## src/rtl/flit_rx_fifo_pkg.sv

```systemverilog
// rtl/flit_rx_fifo_pkg.sv - flit layout, widths and checksum helper shared by the link receive and transmit sides
package flit_rx_fifo_pkg;

  localparam int FLIT_WIDTH     = 64;
  localparam int CHECKSUM_WIDTH = 8;

  typedef struct packed {
    logic [1:0]  ftype;
    logic [7:0]  src_id;
    logic [7:0]  dst_id;
    logic [37:0] payload;
    logic [7:0]  checksum;
  } flit_t;

  // XOR of bytes 7..1; byte 0 carries the checksum itself.
  function automatic logic [CHECKSUM_WIDTH-1:0] flit_checksum(input flit_t f);
    logic [FLIT_WIDTH-1:0]     bits;
    logic [CHECKSUM_WIDTH-1:0] x;
    bits = f;
    x    = '0;
    for (int i = 1; i < FLIT_WIDTH / CHECKSUM_WIDTH; i++) begin
      x = x ^ bits[i*CHECKSUM_WIDTH +: CHECKSUM_WIDTH];
    end
    return x;
  endfunction

endpackage

```

## src/rtl/flit_checksum_check.sv

```systemverilog
// rtl/flit_checksum_check.sv - combinational flit checksum verifier
module flit_checksum_check
  import flit_rx_fifo_pkg::*;
(
  input  logic [FLIT_WIDTH-1:0] flit,
  output logic                  ok
);

  flit_t f;

  always_comb begin
    f  = flit;
    ok = (f.checksum == flit_checksum(f));
  end

endmodule

```

## src/rtl/flit_rx_fifo.sv

```systemverilog
// rtl/flit_rx_fifo.sv - receive buffer: checksum filter in front of a first-word-fall-through FIFO
module flit_rx_fifo
  import flit_rx_fifo_pkg::*;
#(
  parameter int DEPTH          = 8,
  parameter int DROP_CNT_WIDTH = 16
) (
  input  logic                      clk,
  input  logic                      rst,
  input  logic [FLIT_WIDTH-1:0]     in_flit,
  input  logic                      in_valid,
  output logic                      in_ready,
  output logic [FLIT_WIDTH-1:0]     out_flit,
  output logic                      out_valid,
  input  logic                      out_ready,
  output logic                      full,
  output logic                      empty,
  output logic [DROP_CNT_WIDTH-1:0] drop_count
);

  localparam int PTR_W = (DEPTH > 1) ? $clog2(DEPTH) : 1;
  localparam logic [PTR_W:0] FULL_CNT = (PTR_W + 1)'(DEPTH);

  generate
    if (DEPTH < 2 || (DEPTH & (DEPTH - 1)) != 0) begin : g_depth_check
      $error("flit_rx_fifo: DEPTH must be a power of two and at least 2");
    end
  endgenerate

  logic [PTR_W-1:0]          wr_ptr_q, wr_ptr_d;
  logic [PTR_W-1:0]          rd_ptr_q, rd_ptr_d;
  logic [PTR_W:0]            count_q, count_d;
  logic [DROP_CNT_WIDTH-1:0] drop_q, drop_d;
  logic [FLIT_WIDTH-1:0]     mem_q [DEPTH];

  logic flit_ok;
  logic accept;
  logic wr_en;
  logic pop;

  flit_checksum_check u_chk (
    .flit (in_flit),
    .ok   (flit_ok)
  );

  assign full       = (count_q == FULL_CNT);
  assign empty      = (count_q == '0);
  assign in_ready   = !full;
  assign out_valid  = !empty;
  assign out_flit   = mem_q[rd_ptr_q];
  assign drop_count = drop_q;

  // A bad flit still completes the handshake; it just never reaches the array.
  assign accept = in_valid && in_ready;
  assign wr_en  = accept && flit_ok;
  assign pop    = out_valid && out_ready;

  always_comb begin
    wr_ptr_d = wr_ptr_q;
    rd_ptr_d = rd_ptr_q;
    count_d  = count_q;
    drop_d   = drop_q;
    if (wr_en) wr_ptr_d = wr_ptr_q + 1'b1;
    if (pop)   rd_ptr_d = rd_ptr_q + 1'b1;
    case ({wr_en, pop})
      2'b10:   count_d = count_q + 1'b1;
      2'b01:   count_d = count_q - 1'b1;
      default: count_d = count_q;
    endcase
    if (accept && !flit_ok && drop_q != '1) drop_d = drop_q + 1'b1;
  end

  always_ff @(posedge clk or posedge rst) begin
    if (rst) begin
      wr_ptr_q <= '0;
      rd_ptr_q <= '0;
      count_q  <= '0;
      drop_q   <= '0;
    end else begin
      wr_ptr_q <= wr_ptr_d;
      rd_ptr_q <= rd_ptr_d;
      count_q  <= count_d;
      drop_q   <= drop_d;
    end
  end

  // Storage is deliberately unreset; count gates its visibility.
  always_ff @(posedge clk) begin
    if (wr_en) mem_q[wr_ptr_q] <= in_flit;
  end

endmodule
```

## config.mk

```make
export PLATFORM = sky130hd
export DESIGN_NAME = flit_rx_fifo
export DESIGN_NICKNAME = d
export VERILOG_FILES = /design/src/rtl/flit_rx_fifo_pkg.sv /design/src/rtl/flit_checksum_check.sv /design/src/rtl/flit_rx_fifo.sv
export SDC_FILE = /design/constraint.sdc
export NUM_CORES = 1
export LEC_CHECK = 0
export CORE_ASPECT_RATIO = 2
export CORE_MARGIN = 10
export CORE_UTILIZATION = 40
export DETAILED_ROUTE_END_ITERATION = 10
export SYNTH_ARGS = -nofsm -noshare
export SYNTH_HDL_FRONTEND = slang
export SYNTH_SLANG_ARGS = --single-unit
```

## constraint.sdc

```tcl
create_clock -name clk -period 8.5 [get_ports clk]
set_clock_uncertainty 0.2 [all_clocks]
set_input_delay 1.275 -clock clk [delete_from_list [all_inputs] [get_ports clk]]
set_output_delay 1.275 -clock clk [all_outputs]
set_load 0.03 [all_outputs]
```

Run 1, metal 1:
Scale bar: 50 um. Supply wires on this layer in gray.
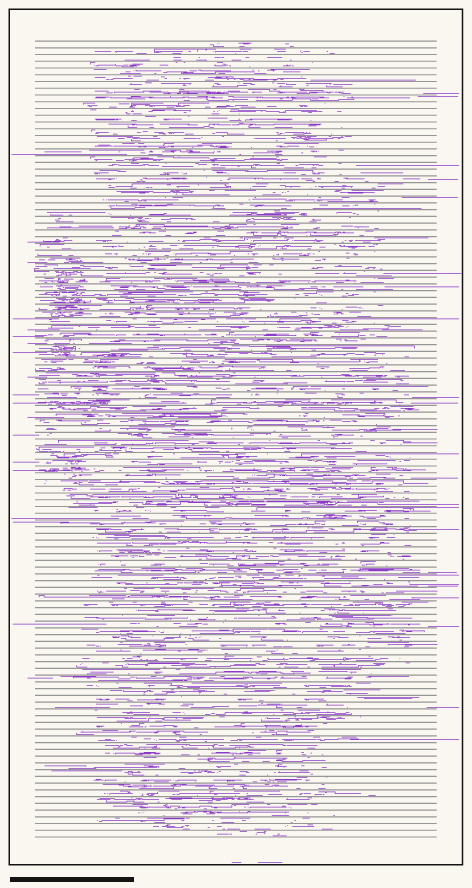
wire length on this layer	18,700 um
main direction	horizontal
nets with wire on the layer	1,102

Run 1, signal wires on met2:
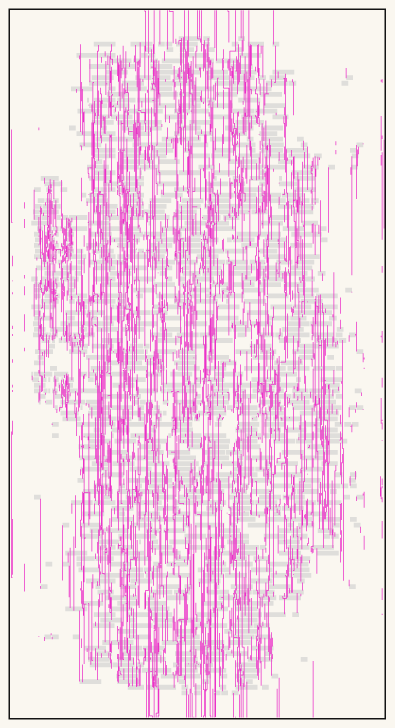
wire length on this layer	24.3 mm
share of all routed wire	52%
nets with wire on the layer	1,093
main direction	vertical
longest straight run	115 um
WL final: 46,510 um
vias after detailed routing: 9,564
grt met2 use: 25.76%

Run 1, M3 wires:
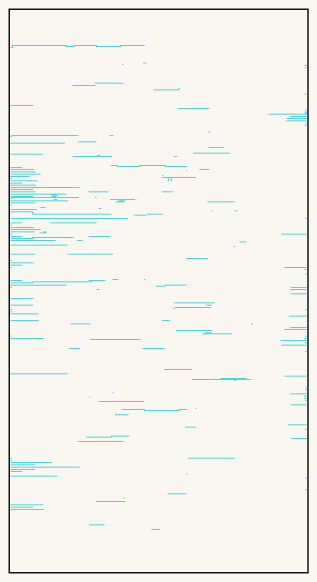
nets with wire on the layer	139
longest straight run	71.5 um

Run 1, metal 4:
Scale bar: 50 um. Supply wires on this layer in gray.
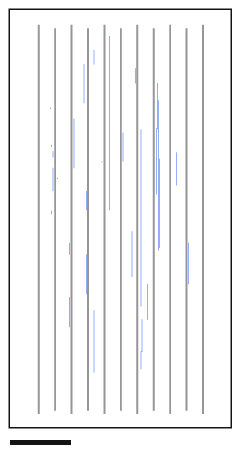
longest straight run	146 um
wire length on this layer	1,030 um
share of all routed wire	2.2%
main direction	vertical

==> results.sh, run 1 <==
# physical design summary
export IMPL_path_class="flip-flop to output port"
export IMPL_path_max_fanout=70
export IMPL_rows=118
export IMPL_hold_depth=1
export IMPL_fmax_mhz=182.3
export IMPL_log_warning_count=26
export IMPL_syn_nets=1001
export IMPL_fin_crit_sh_pct=64.53
export IMPL_clockRootBuffer="clkbuf_16"
export IMPL_edf_count=512
export IMPL_die_area_mm2=0.06273
export IMPL_m1WireLength_um=18700
export IMPL_placedInstanceArea_mm2=0.02338
export IMPL_synthesis_instances=926
export IMPL_fill_cells=4296
export IMPL_die_y_um=344.4
export IMPL_top_area_cell="edfxtp_1"
export IMPL_outcome="complete, no violations"
export IMPL_cts_setup_buffers=0
export IMPL_layout_nets=1177
export IMPL_max_clock_path_buffers=3
export IMPL_drc_errors=0
export IMPL_postRouteAntennaNets=0
export IMPL_powerDensity_mw_per_mm2=315.9
export IMPL_hold_viol=0
export IMPL_via_per_inst=5.313
export IMPL_drt_pass1_iter_count=4
export IMPL_area_leaders="edfxtp_1 73%, mux4_2 14%, mux2_2 3.5%, dfrtp_1 3.1%, xnor2_1 2.7%"
export IMPL_ir_drop_v=0.0002811
export IMPL_post_route_cell_area_mm2=0.02493
export IMPL_ff_latch_area_mm2=0.01604
export IMPL_crit_arrival_ns=4.01
export IMPL_finalSetupViolCount=0
export IMPL_required_ns=7.03
export IMPL_hold_buffers=0
export IMPL_top_usage_layer="met2"
export IMPL_ys_cells=926
## run 1: power by group
group	switching, mW	total [mW]	internal, mW
Sequential	0.172	3.11	2.94
Combinational	1.32	2.59	1.27
Clock	0.943	2.18	1.23
Total	2.43	7.88	5.44
## run 1: through the flow
| step | cells | utilization, % | worst slack [ns] |
|---|---|---|---|
| floorplan | 926 | - | 1.872 |
| global route | 1799 | 47.97 | 2.833 |
| global placement | 1714 | 44.98 | 2.633 |
| finish | 1800 | 47.98 | 3.015 |
| detailed placement | 1714 | 44.98 | 2.610 |
| CTS | 1798 | 47.97 | 2.918 |
## run 1: area by class of cell
cell class | instances | share of cell area (%)
clock buffers | 53 | 4.808
inverters | 8 | 0.1204
repair buffers | 166 | 6.514
multi-input cells | 342 | 19.49
flip-flops and latches | 538 | 64.32
diodes | 2 | 0.02007
clock inverters | 31 | 1.415
well taps | 660 | 3.312
## run 1: flip-flops by register name (all words and copies together), names as in the netlist
register,count
rd_ptr_q,3
wr_ptr_q,3
drop_count,16
mem_q,512
count_q,4
## run 1: logic make-up after synthesis
kind of cell | Yosys count | synth area share (%)
multiplexers | 196 | 17.33
AND-OR/OR-AND | 4 | 0.1070
AND/OR/NAND/NOR | 56 | 1.725
buffers and inverters | 46 | 0.9335
adder cells (fa/ha/maj) | 7 | 0.4519
flip-flops | 538 | 76.16
XOR/XNOR | 79 | 3.288
## run 1: path summary, 6_finish.rpt
check,startpoint,endpoint,slack (ns)
setup / recovery,rd_ptr_q[1],out_flit[54],3.01
hold / removal,count_q[3],count_q[3],0.29
max in group asynchronous,rst,rd_ptr_q[1],6.30
min in group asynchronous,rst,wr_ptr_q[1],1.06
hold reg to reg,count_q[3],count_q[3],0.29
setup reg to reg,count_q[0],mem_q[3][3],5.22
==> run 1 -> run 2 <==
==> constraint.sdc (replaced) <==
create_clock -name clk -period 5.6 [get_ports clk]
set_clock_uncertainty 0.2 [all_clocks]
set_input_delay 0.84 -clock clk [delete_from_list [all_inputs] [get_ports clk]]
set_output_delay 0.84 -clock clk [all_outputs]
set_load 0.03 [all_outputs]
Run 2, metal 4:
Scale bar: 50 um. Supply wires on this layer in gray.
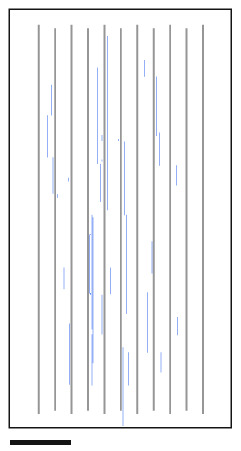
nets with wire on the layer	14
share of all routed wire	2.6%
wire length on this layer	1,240 um

Run 2, congestion heat map:
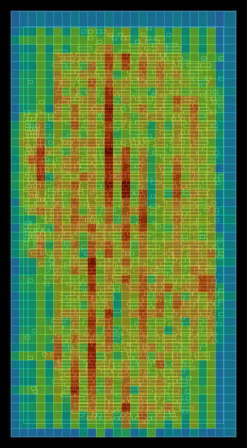
Most Crowded Layer GR: met2
fin util: 48.56%
grt met2 use: 25.96%
Tot GR Track Use: 14.94%

==> run 2 against run 1 <==
- first-iteration DRC count is 2.6% higher
- critical path depth stayed put
- hold slack barely moved
- critical endpoint is now out_flit[11]
==> results.sh, run 2 <==
# physical design summary
export IMPL_post_route_cell_area_mm2=0.02524
export IMPL_crit_arrival_ns=3.57
export IMPL_finalSetupViolCount=0
export IMPL_via_per_inst=5.335
export IMPL_area_leaders="edfxtp_1 73%, mux4_2 14%, mux2_2 3.5%, dfrtp_1 3.1%, xnor2_1 2.7%"
export IMPL_stdcell_count=1808
export IMPL_fill_cells=4230
export IMPL_fin_crit_sh_pct=82.38
export IMPL_dp_slack_ns=0.6959
export IMPL_hold_viol=0
export IMPL_die_y_um=344.4
export IMPL_edf_count=512
export IMPL_clockRootBuffer="clkbuf_16"
export IMPL_die_area_mm2=0.06273
export IMPL_cts_setup_buffers=0
export IMPL_placed_cells=1722
export IMPL_setup_slack_ns=0.9864
export IMPL_drt_pass1_iter_count=5
export IMPL_path_class="flip-flop to output port"
export IMPL_drc_errors=0
export IMPL_path_max_fanout=46
export IMPL_syn_nets=1001
export IMPL_outcome="complete, no violations"
export IMPL_hold_depth=1
export IMPL_num_vias=9646
export IMPL_r2r_start="count_q[0]"
export IMPL_r2r_end="count_q[3]"
==> run 2: cell counts after synthesis <==
No cell type changed its count.
==> run 2: where the power goes <==
part | total [mW] | switching, mW | internal [mW] | leakage [nW]
Clock | 3.40 | 1.40 | 2.00 | 0.790
Combinational | 3.95 | 1.98 | 1.97 | 2.28
Sequential | 4.74 | 0.274 | 4.46 | 4.93
==> run 2: metal layers <==
metal  part of all wire, %  global-route usage [%]
met1                    39                   18.04
met3                   5.7                   3.432
met5                  0.17                       0
met4                   2.6                   4.729
met2                    52                   25.96
==> run 2: cell families after synthesis <==
logic type | count (synthesis) | share of synthesized area, %
buffers and inverters | 46 | 0.9335
flip-flops | 538 | 76.16
multiplexers | 196 | 17.33
adder cells (fa/ha/maj) | 7 | 0.4519
AND-OR/OR-AND | 4 | 0.1070
XOR/XNOR | 79 | 3.288
AND/OR/NAND/NOR | 56 | 1.725
==> run 2: worst max path at each step <==
| stage | startpoint | to | slack [ns] | depth (start not counted) |
|---|---|---|---|---|
| 2_1_floorplan | in_flit[63] | mem_q[6][0] | 0.91 | 7 |
| 3_3_place_gp | in_flit[31] | count_q[3] | 0.66 | 15 |
| 3_5_place_dp | in_flit[31] | count_q[3] | 0.70 | 15 |
| 4_1_cts | rd_ptr_q[0] | out_flit[11] | 0.85 | 4 |
| 5_1_grt | rd_ptr_q[0] | out_flit[11] | 0.73 | 4 |
| 6_report | rd_ptr_q[0] | out_flit[11] | 0.99 | 4 |
==> run 2: final cells by class <==
class,instances,area share [%]
timing repair buffer,174,7.417
clock inverter,31,1.621
multi-input combinational,342,19.26
sequential,538,63.54
tap,660,3.272
clock buffer,53,4.750
antenna,2,0.01983
inverter,8,0.1190
==> run 2 -> run 3 <==
==> constraint.sdc (replaced) <==
create_clock -name clk -period 4 [get_ports clk]
set_clock_uncertainty 0.2 [all_clocks]
set_input_delay 0.6 -clock clk [delete_from_list [all_inputs] [get_ports clk]]
set_output_delay 0.6 -clock clk [all_outputs]
set_load 0.03 [all_outputs]
Run 3, M3 wires:
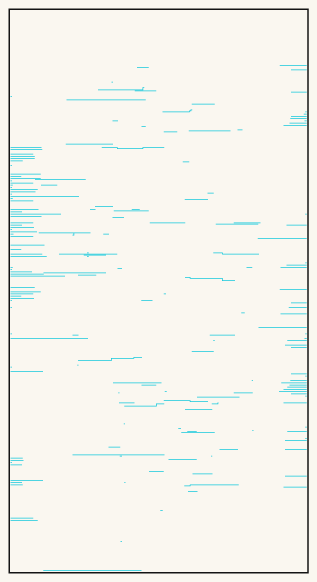
longest straight run	60.0 um
wire length on this layer	2,280 um
share of all routed wire	4.7%
nets with wire on the layer	137
main direction	horizontal
WL final: 49,060 um
vias after detailed routing: 10,060
met3 GRT Util: 3.096%

Run 3, metal 1:
Scale bar: 50 um. Supply wires on this layer in gray.
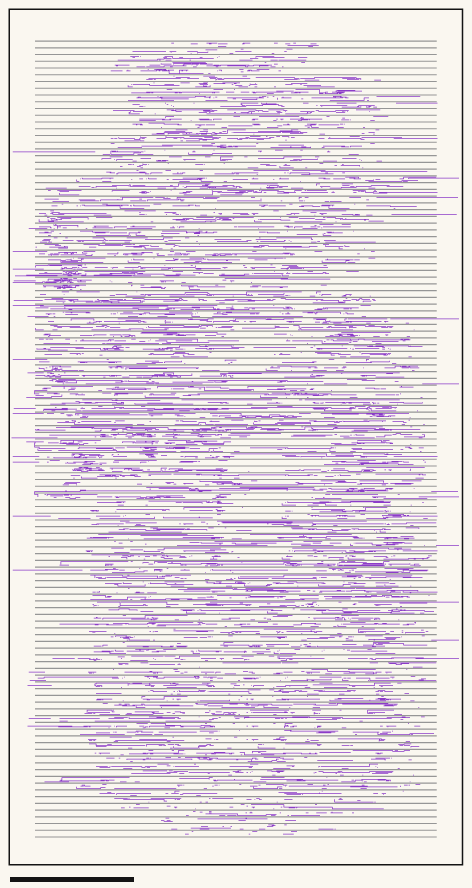
share of all routed wire	39%
main direction	horizontal
nets with wire on the layer	1,216

==> run 3 against run 2 <==
- non-clock buffer count grew 105
- hold slack better by 0.00060 ns
- power is 41% higher
- critical path type unchanged
==> results.sh, run 3 <==
# physical design summary
export IMPL_ys_cells=926
export IMPL_n_antenna_cell=0
export IMPL_use_met1_pct=18.85
export IMPL_via_per_inst=5.268
export IMPL_wl_met3_um=2280
export IMPL_fin_crit_sh_pct=95.00
export IMPL_synth_xor_area_share_pct=3.288
export IMPL_min_from="count_q[3]"
export IMPL_mux_share_pct=17.33
export IMPL_r2r_start="count_q[0]"
export IMPL_min_to="count_q[3]"
export IMPL_drt_pass1_iter_count=5
export IMPL_setup_slack_ns=0.2002
export IMPL_outcome="complete, no violations"
export IMPL_topCombFamilyByArea="multiplexers"
export IMPL_cts_setup_buffers=4
export IMPL_top_layer="met5"
export IMPL_dp_slack_ns=-0.1204
export IMPL_ir_drop_v=0.0006051
export IMPL_fa_ha_area_share_pct=0.4519
export IMPL_top_register="mem_q"
export IMPL_m1WireLength_um=19180
export IMPL_grt_total_usage_pct=15.77
export IMPL_stdcell_count=1910
export IMPL_simple_gate_share_pct=1.724
export IMPL_aoi_share_pct=0.1070
export IMPL_placed_cells=1823
export IMPL_hold_depth=1
export IMPL_top_usage_layer="met2"
export IMPL_path_class="flip-flop to output port"
export IMPL_top_area_cell="edfxtp_1"
run 3: cell counts after synthesis:
Identical to the previous run, type by type.
run 3: power breakdown:
part,internal [mW],total (mW),switching [mW]
Combinational,2.92,5.93,3.02
Sequential,6.25,6.44,0.189
Clock,2.63,4.63,2.00
Total,11.8,17.0,5.20
run 3: worst register-to-register path, delay by kind of cell (launching register included):
kind | cells | cell delay (ns)
adders and majority gates | 2 | 0.39
DFF | 1 | 0.42
xor gates and xnor gates | 2 | 0.28
AOI/OAI and AO/OA | 2 | 0.34
buffers and inverters | 2 | 0.24
and+or+nand+nor | 5 | 0.66
run 3: worst max path at each step:
stage                     slack, ns  cells after the start      endpoint   startpoint
after floorplan               -0.39                      7   mem_q[0][0]  in_flit[25]
after global placement        -0.16                     16    count_q[3]  in_flit[59]
after detailed placement      -0.12                     16    count_q[3]  in_flit[59]
after CTS                      0.12                      4  out_flit[54]  rd_ptr_q[0]
after global routing           0.06                      5  out_flit[11]  rd_ptr_q[0]
final                          0.20                      5  out_flit[11]  rd_ptr_q[0]
run 3: layout make-up:
cell class                 instances  area (um^2)  share of cell area [%]
clock buffer                      52         1205                   4.596
clock inverter                    31        349.1                   1.332
inverter                           8        30.03                  0.1145
multi-input combinational        342         4860                   18.54
sequential                       538        16040                   61.17
tap                              660        825.8                   3.150
timing repair buffer             279         2910                   11.10
run 3: through the flow:
| stage | util [%] | area, um^2 | hold WS [ns] |
|---|---|---|---|
| 2_1_floorplan | - | 21060 | 0.2543 |
| 3_3_place_gp | 47.40 | 24630 | 0.2766 |
| 3_5_place_dp | 47.40 | 24630 | 0.2726 |
| 4_1_cts | 50.45 | 26220 | 0.2904 |
| 5_1_grt | 50.45 | 26220 | 0.3232 |
| 6_report | 50.45 | 26220 | 0.2921 |
Power is estimated from default activity; no workload was simulated.
